===== config.mk =====
export PLATFORM = sky130hd
export DESIGN_NAME = mul_div_unit
export DESIGN_NICKNAME = d
export VERILOG_FILES = /design/src/rtl/mul_div_unit.sv
export SDC_FILE = /design/constraint.sdc
export NUM_CORES = 1
export LEC_CHECK = 0
export CAP_MARGIN = 25
export CORE_AREA = 2 2 141 177
export DETAILED_ROUTE_END_ITERATION = 8
export DIE_AREA = 0 0 143 179
export PLACE_DENSITY = 0.71
export SYNTH_ARGS = -nofsm -noshare
export SYNTH_HDL_FRONTEND = slang
export SYNTH_SLANG_ARGS = --single-unit

===== constraint.sdc =====
create_clock -name clk -period 7.43 [get_ports clk]
set_input_delay 1.486 -clock clk [delete_from_list [all_inputs] [get_ports clk]]
set_output_delay 1.486 -clock clk [all_outputs]
set_load 0.02 [all_outputs]

===== src/rtl/mul_div_unit.sv =====
// Iterative shift-add multiplier / restoring divider for the EX stage (one bit per cycle).
// Define MULDIV_SIGNED_EN for two's-complement operands; default build is unsigned.
module mul_div_unit #(
  parameter int WIDTH = 32
) (
  input  logic             clk,
  input  logic             rst,
  input  logic             start,
  input  logic [3:0]       aluCnt,
  input  logic [WIDTH-1:0] opA,
  input  logic [WIDTH-1:0] opB,
  input  logic             flush,
  output logic             busy,
  output logic             done,
  output logic [WIDTH-1:0] result_lo,
  output logic [WIDTH-1:0] result_hi,
  output logic             div_by_zero
);

  localparam int CW = (WIDTH > 1) ? $clog2(WIDTH) : 1;
  localparam logic [3:0] ALU_MUL = 4'b1100;
  localparam logic [3:0] ALU_DIV = 4'b1110;
  localparam logic [WIDTH-1:0]   ONE_W  = {{(WIDTH-1){1'b0}}, 1'b1};
  localparam logic [2*WIDTH-1:0] ONE_2W = {{(2*WIDTH-1){1'b0}}, 1'b1};
  localparam logic [CW-1:0]      LAST   = CW'(WIDTH - 1);
`ifdef MULDIV_SIGNED_EN
  localparam logic SIGNED_EN = 1'b1;
`else
  localparam logic SIGNED_EN = 1'b0;
`endif

  typedef enum logic [1:0] {IDLE, MUL, DIV, DONE} state_e;

  state_e               state_q, state_d;
  logic [CW-1:0]        count_q, count_d;
  logic [2*WIDTH-1:0]   acc_q, acc_d;
  logic [WIDTH-1:0]     opb_q, opb_d;
  logic [WIDTH-1:0]     res_lo_q, res_lo_d, res_hi_q, res_hi_d;
  logic                 dbz_q, dbz_d;
  logic                 neg_q, neg_d, rneg_q, rneg_d;
  logic                 sign_a_s, sign_b_s, accept_s;
  logic [WIDTH-1:0]     mag_a_s, mag_b_s;
  logic [WIDTH:0]       mul_sum_s, div_shift_s, div_trial_s;

  function automatic logic [WIDTH-1:0] cond_neg_w(input logic [WIDTH-1:0] x, input logic n);
    cond_neg_w = n ? (~x + ONE_W) : x;
  endfunction

  function automatic logic [2*WIDTH-1:0] cond_neg_2w(input logic [2*WIDTH-1:0] x, input logic n);
    cond_neg_2w = n ? (~x + ONE_2W) : x;
  endfunction

  assign busy        = (state_q == MUL) || (state_q == DIV);
  assign done        = (state_q == DONE);
  assign result_lo   = res_lo_q;
  assign result_hi   = res_hi_q;
  assign div_by_zero = dbz_q;

  // Operand magnitudes and the per-cycle multiply/divide step.
  always_comb begin
    sign_a_s    = SIGNED_EN & opA[WIDTH-1];
    sign_b_s    = SIGNED_EN & opB[WIDTH-1];
    accept_s    = start & ~flush;
    mag_a_s     = cond_neg_w(opA, sign_a_s);
    mag_b_s     = cond_neg_w(opB, sign_b_s);
    // High half accumulates; low half holds the not-yet-consumed multiplier bits.
    mul_sum_s   = {1'b0, acc_q[2*WIDTH-1:WIDTH]} + (acc_q[0] ? {1'b0, opb_q} : {(WIDTH+1){1'b0}});
    // Remainder in the high half, dividend/quotient shifting through the low half.
    div_shift_s = {acc_q[2*WIDTH-1:WIDTH], acc_q[WIDTH-1]};
    div_trial_s = div_shift_s - {1'b0, opb_q};
  end

  // Next-state, datapath and result-commit logic.
  always_comb begin
    state_d  = state_q;
    count_d  = count_q;
    acc_d    = acc_q;
    opb_d    = opb_q;
    res_lo_d = res_lo_q;
    res_hi_d = res_hi_q;
    dbz_d    = dbz_q;
    neg_d    = neg_q;
    rneg_d   = rneg_q;
    case (state_q)
      IDLE: begin
        if (accept_s && (aluCnt == ALU_MUL || (aluCnt == ALU_DIV && opB != {WIDTH{1'b0}}))) begin
          state_d = (aluCnt == ALU_MUL) ? MUL : DIV;
          count_d = {CW{1'b0}};
          acc_d   = {{WIDTH{1'b0}}, mag_a_s};
          opb_d   = mag_b_s;
          dbz_d   = 1'b0;
          neg_d   = sign_a_s ^ sign_b_s;
          rneg_d  = sign_a_s;
        end else if (accept_s && aluCnt == ALU_DIV) begin
          state_d  = DONE;
          res_lo_d = {WIDTH{1'b1}};
          res_hi_d = opA;
          dbz_d    = 1'b1;
        end else begin
          state_d = IDLE;
        end
      end
      MUL: begin
        count_d = count_q + CW'(1);
        acc_d   = {mul_sum_s, acc_q[WIDTH-1:1]};
        if (flush) begin
          state_d = IDLE;
        end else if (count_q == LAST) begin
          state_d              = DONE;
          {res_hi_d, res_lo_d} = cond_neg_2w(acc_d, neg_q);
        end else begin
          state_d = MUL;
        end
      end
      DIV: begin
        count_d = count_q + CW'(1);
        if (!div_trial_s[WIDTH]) begin
          acc_d = {div_trial_s[WIDTH-1:0], acc_q[WIDTH-2:0], 1'b1};
        end else begin
          acc_d = {div_shift_s[WIDTH-1:0], acc_q[WIDTH-2:0], 1'b0};
        end
        if (flush) begin
          state_d = IDLE;
        end else if (count_q == LAST) begin
          state_d  = DONE;
          res_lo_d = cond_neg_w(acc_d[WIDTH-1:0], neg_q);
          res_hi_d = cond_neg_w(acc_d[2*WIDTH-1:WIDTH], rneg_q);
        end else begin
          state_d = DIV;
        end
      end
      DONE: begin
        state_d = IDLE;
      end
      default: begin
        state_d = IDLE;
      end
    endcase
  end

  // State and datapath registers.
  always_ff @(posedge clk or posedge rst) begin
    if (rst) begin
      state_q  <= IDLE;
      count_q  <= {CW{1'b0}};
      acc_q    <= {(2*WIDTH){1'b0}};
      opb_q    <= {WIDTH{1'b0}};
      res_lo_q <= {WIDTH{1'b0}};
      res_hi_q <= {WIDTH{1'b0}};
      dbz_q    <= 1'b0;
      neg_q    <= 1'b0;
      rneg_q   <= 1'b0;
    end else begin
      state_q  <= state_d;
      count_q  <= count_d;
      acc_q    <= acc_d;
      opb_q    <= opb_d;
      res_lo_q <= res_lo_d;
      res_hi_q <= res_hi_d;
      dbz_q    <= dbz_d;
      neg_q    <= neg_d;
      rneg_q   <= rneg_d;
    end
  end

endmodule


==> results.json, run 1 <==
{
  "clock_area_frac": 0.0442,
  "largest_register_ff_count": 64,
  "flop-count": 168,
  "inv_count": 57,
  "worst_pin_slew_ns": 1.01,
  "edf_count": 0,
  "worstHoldPathCells": 2,
  "end_kind": "flop",
  "gr-max-usage-layer": "met2",
  "p_sw_mw": 1.70,
  "layout-drive-gt1-share": 0.0775,
  "die_w_um": 143,
  "yosys.area.top_type": "dfrtp_1",
  "nonClkBufAreaFrac": 0.108,
  "clk_pin_slew_ns": 0.07,
  "path_class": "flop to flop",
  "comb_power_share": 0.455,
  "layout_top_cell": "nand2_1",
  "min_from": "count_q[4]",
  "pre_cts_slack_ns": 2.19,
  "met3_usage": 0.0259,
  "leakagePower_nw": 5.70,
  "hold_path.class": "flop to flop",
  "crit_top_cell": "a211oi_1",
  "clkPwrFrac": 0.227,
  "grt_setup_unrepaired": "false",
  "cap_violations": 0,
  "met2_length_um": 16100,
  "slew_viol_final": 0,
  "max_slew_margin": 0.329,
  "syn2layout_area_growth_pct": 19.0,
  "clkLatencyLatePin_ns": 0.45,
  "crit_family": "AND-OR/OR-AND gates",
  "max_freq_mhz": 208,
  "hpwl_um": 26000,
  "seq_power_mw": 1.34,
  "chip_area_mm2": 0.0256,
  "crit_buf_inv": 2,
  "num-multi-input-gates": 1089,
  "final_cells": 1826,
  "grt_usage": 0.276,
  "synthCells": 1401,
  "crit_start": "acc_q[31]",
  "total_power_mw": 4.21,
  "yosysTopAreaCellShare": 0.358,
  "period_needed_ns": 4.81,
  "fillCellCount": 2212,
  "cts_hold_buf": 0,
  "cts.sinks": 168,
  "netlist_area_mm2": 0.0117,
  "avgSynthCellArea_um2": 8.37,
  "synth_warnings": 0,
  "cp-start-kind": "flop",
  "cts_tree": "done",
  "die_h_um": 179,
  "buffers": 150,
  "comb_area_mm2": 0.00701,
  "common_cells": "176 x nand2_1, 168 x dfrtp_1, 131 x o21ai_0",
  "status": "complete, no violations",
  "grt_use_met2": 0.448,
  "xor_area_frac": 0.0403,
  "drc_errors": 0,
  "synth-main-ff-cell": "dfrtp_1",
  "warnings": 30,
  "finClkSkew_ns": 0.0104,
  "timing.hold.ws_ns": 0.484,
  "clockBufferDepth": 2,
  "drtIter0Drc": 681,
  "first_pass_iters": 5,
  "top_layer": "met4",
  "mux_area_frac": 0.0543,
  "r2r_end": "acc_q[62]",
  "synth-simple-area-share": 0.168,
  "layout.nets": 1628,
  "topCombFamilyByArea": "AND-OR/OR-AND gates",
  "reg2reg_slack_ns": 2.62,
  "synth_cell_type_count": 69,
  "syn_nets": 1546,
  "topCellsByArea": "dfrtp_1 36%, ha_1 7.6%, nand2_1 5.6%",
  "grt_pass1_vias": 10300,
  "htreeDepth": 4,
  "finalClockPeriodUsage": 0.648,
  "worstPathCellList": "inv_1 -> ha_1 -> inv_1 -> fa_1 -> a211oi_1 -> o211ai_1 -> a211oi_1 -> or3_4 -> a211o_1 -> nand3_2 -> and2_1 -> a211oi_1 -> o21ai_0",
  "initial_utilization": 0.487,
  "ys_sh_adder": 0.0791
}
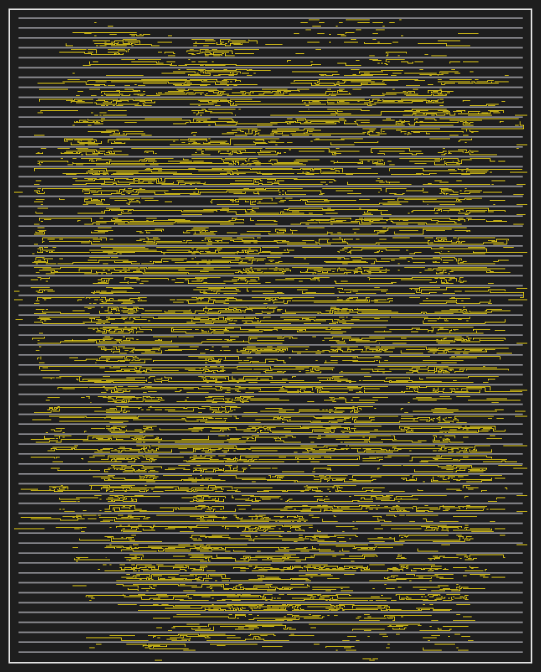
Run 1: the metal 1 layer
Supply wires on this layer in gray.
The layer holds 46% of the routed length. The longest straight run is 47.4 um. The layer carries 16000 um of wire. The wires run mostly horizontal. 1499 nets have wire on it.
met1 Track Usage GR: 0.386
vias: 10900
DRT Wirelength: 35000 um

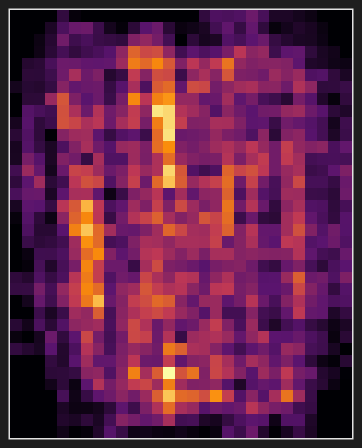
Run 1: routed metal per tile
29 x 36 tiles, from black (low) to pale yellow (high), scaled to the fullest tile. Values are wire area over tile area, all layers added.
The densest ninth of the die: middle. The mean over all tiles is 0.22. 13% of the tiles are over half the peak. 9.0% of the tiles are nearly empty. The fullest tile reaches 0.75.

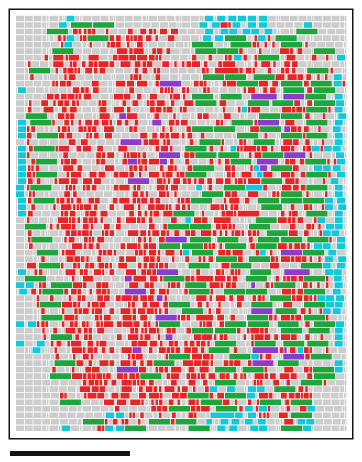
Run 1: cell classes on the final placement
Scale bar: 50 um. Fill, decap, tap and diode cells in gray.
Key: red = remaining logic cells [cells 1146, share of their area 53%]; cyan = remaining buffers and delay cells [cells 150, share of their area 11%]; purple = clock drivers and dummy loads [cells 32, share of their area 4.6%]; green = registers [cells 168, share of their area 31%]
final core occ: 0.579
fraction of area in registers: 0.301
standard-cell rows: 64
core area: 0.0241 mm^2
final instance area: 0.0140 mm^2

Run 1, placement view:
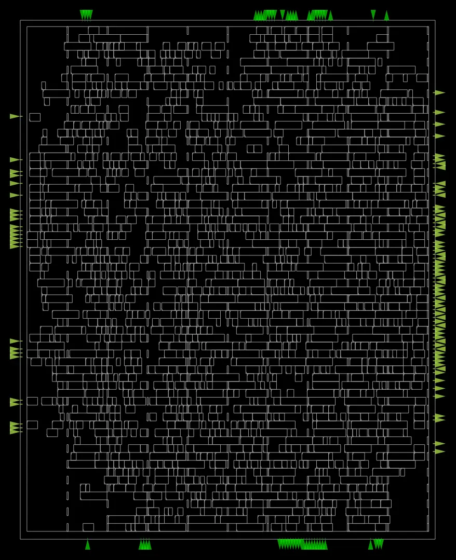

--- run 2 (diff from run 1) ---
--- a/config.mk
+++ b/config.mk
@@ -9,7 +9,7 @@
 export CORE_AREA = 2 2 141 177
 export DETAILED_ROUTE_END_ITERATION = 8
 export DIE_AREA = 0 0 143 179
-export PLACE_DENSITY = 0.71
+export PLACE_DENSITY = 0.74
 export SYNTH_ARGS = -nofsm -noshare
 export SYNTH_HDL_FRONTEND = slang
 export SYNTH_SLANG_ARGS = --single-unit
==> constraint.sdc (replaced) <==
create_clock -name clk -period 4 [get_ports clk]
set_input_delay 0.8 -clock clk [delete_from_list [all_inputs] [get_ports clk]]
set_output_delay 0.8 -clock clk [all_outputs]
set_load 0.02 [all_outputs]
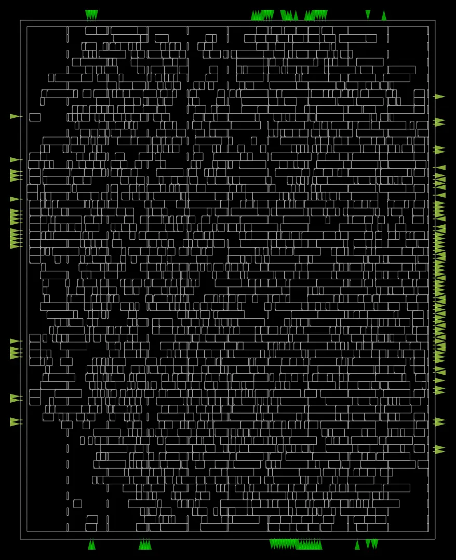
Run 2: placement view
final cell count without fillers: 1865
final core occ: 0.591
FILL cells: 2212
flop count: 168

==> results.json, run 2 <==
{
  "status": "complete, no violations",
  "netlist_area_mm2": 0.0117,
  "clockBufferDepth": 2,
  "avgSynthCellArea_um2": 8.37,
  "mux_area_frac": 0.0543,
  "path_class": "flop to flop",
  "grt_pass1_vias": 10500,
  "clkLatencyLatePin_ns": 0.44,
  "pre_cts_slack_ns": 0.321,
  "num-multi-input-gates": 1089,
  "comb_power_share": 0.475,
  "die_h_um": 179,
  "synth-simple-area-share": 0.168,
  "use_met1": 0.387,
  "num_vias": 11000,
  "layout_top_cell": "nand2_1",
  "chip_area_mm2": 0.0256,
  "timing.hold.ws_ns": 0.481,
  "layout.nets": 1667,
  "period_needed_ns": 3.80,
  "synth_warnings": 0,
  "cts_hold_buf": 0,
  "ys_sh_adder": 0.0791,
  "min_from": "count_q[4]",
  "finClkSkew_ns": 0.00929,
  "cts_tree": "done",
  "common_cells": "176 x nand2_1, 168 x dfrtp_1, 131 x o21ai_0",
  "met2_length_um": 16400,
  "drc_errors": 0,
  "initial_utilization": 0.487,
  "synth_cell_type_count": 69,
  "grt_setup_unrepaired": "false",
  "topCellsByArea": "dfrtp_1 36%, ha_1 7.6%, nand2_1 5.6%",
  "nonClkBufAreaFrac": 0.129,
  "gr-max-usage-layer": "met2",
  "end_kind": "flop",
  "crit_family": "AND-OR/OR-AND gates",
  "drt_wl_total_um": 35200,
  "finish.instance_area_mm2": 0.0142,
  "cap_violations": 0,
  "worst_pin_slew_ns": 0.972,
  "max_slew_margin": 0.352,
  "clk_pin_slew_ns": 0.07,
  "total_power_mw": 7.81,
  "max_freq_mhz": 263,
  "clock_area_frac": 0.0394,
  "drtIter0Drc": 808,
  "reg2reg_slack_ns": 0.20,
  "worstHoldPathCells": 2,
  "xor_area_frac": 0.0403,
  "crit_top_cell": "a211oi_1",
  "seq_power_mw": 2.47,
  "crit_buf_inv": 2,
  "cts.sinks": 168,
  "r2r_end": "result_hi[28]",
  "first_pass_iters": 5,
  "syn_nets": 1546,
  "hpwl_um": 27300,
  "clkPwrFrac": 0.208,
  "die_w_um": 143,
  "grt_use_met2": 0.459,
  "hold_path.class": "flop to flop",
  "top_layer": "met4",
  "layout-drive-gt1-share": 0.100,
  "seq_share": 0.295,
  "met3_usage": 0.0398
}
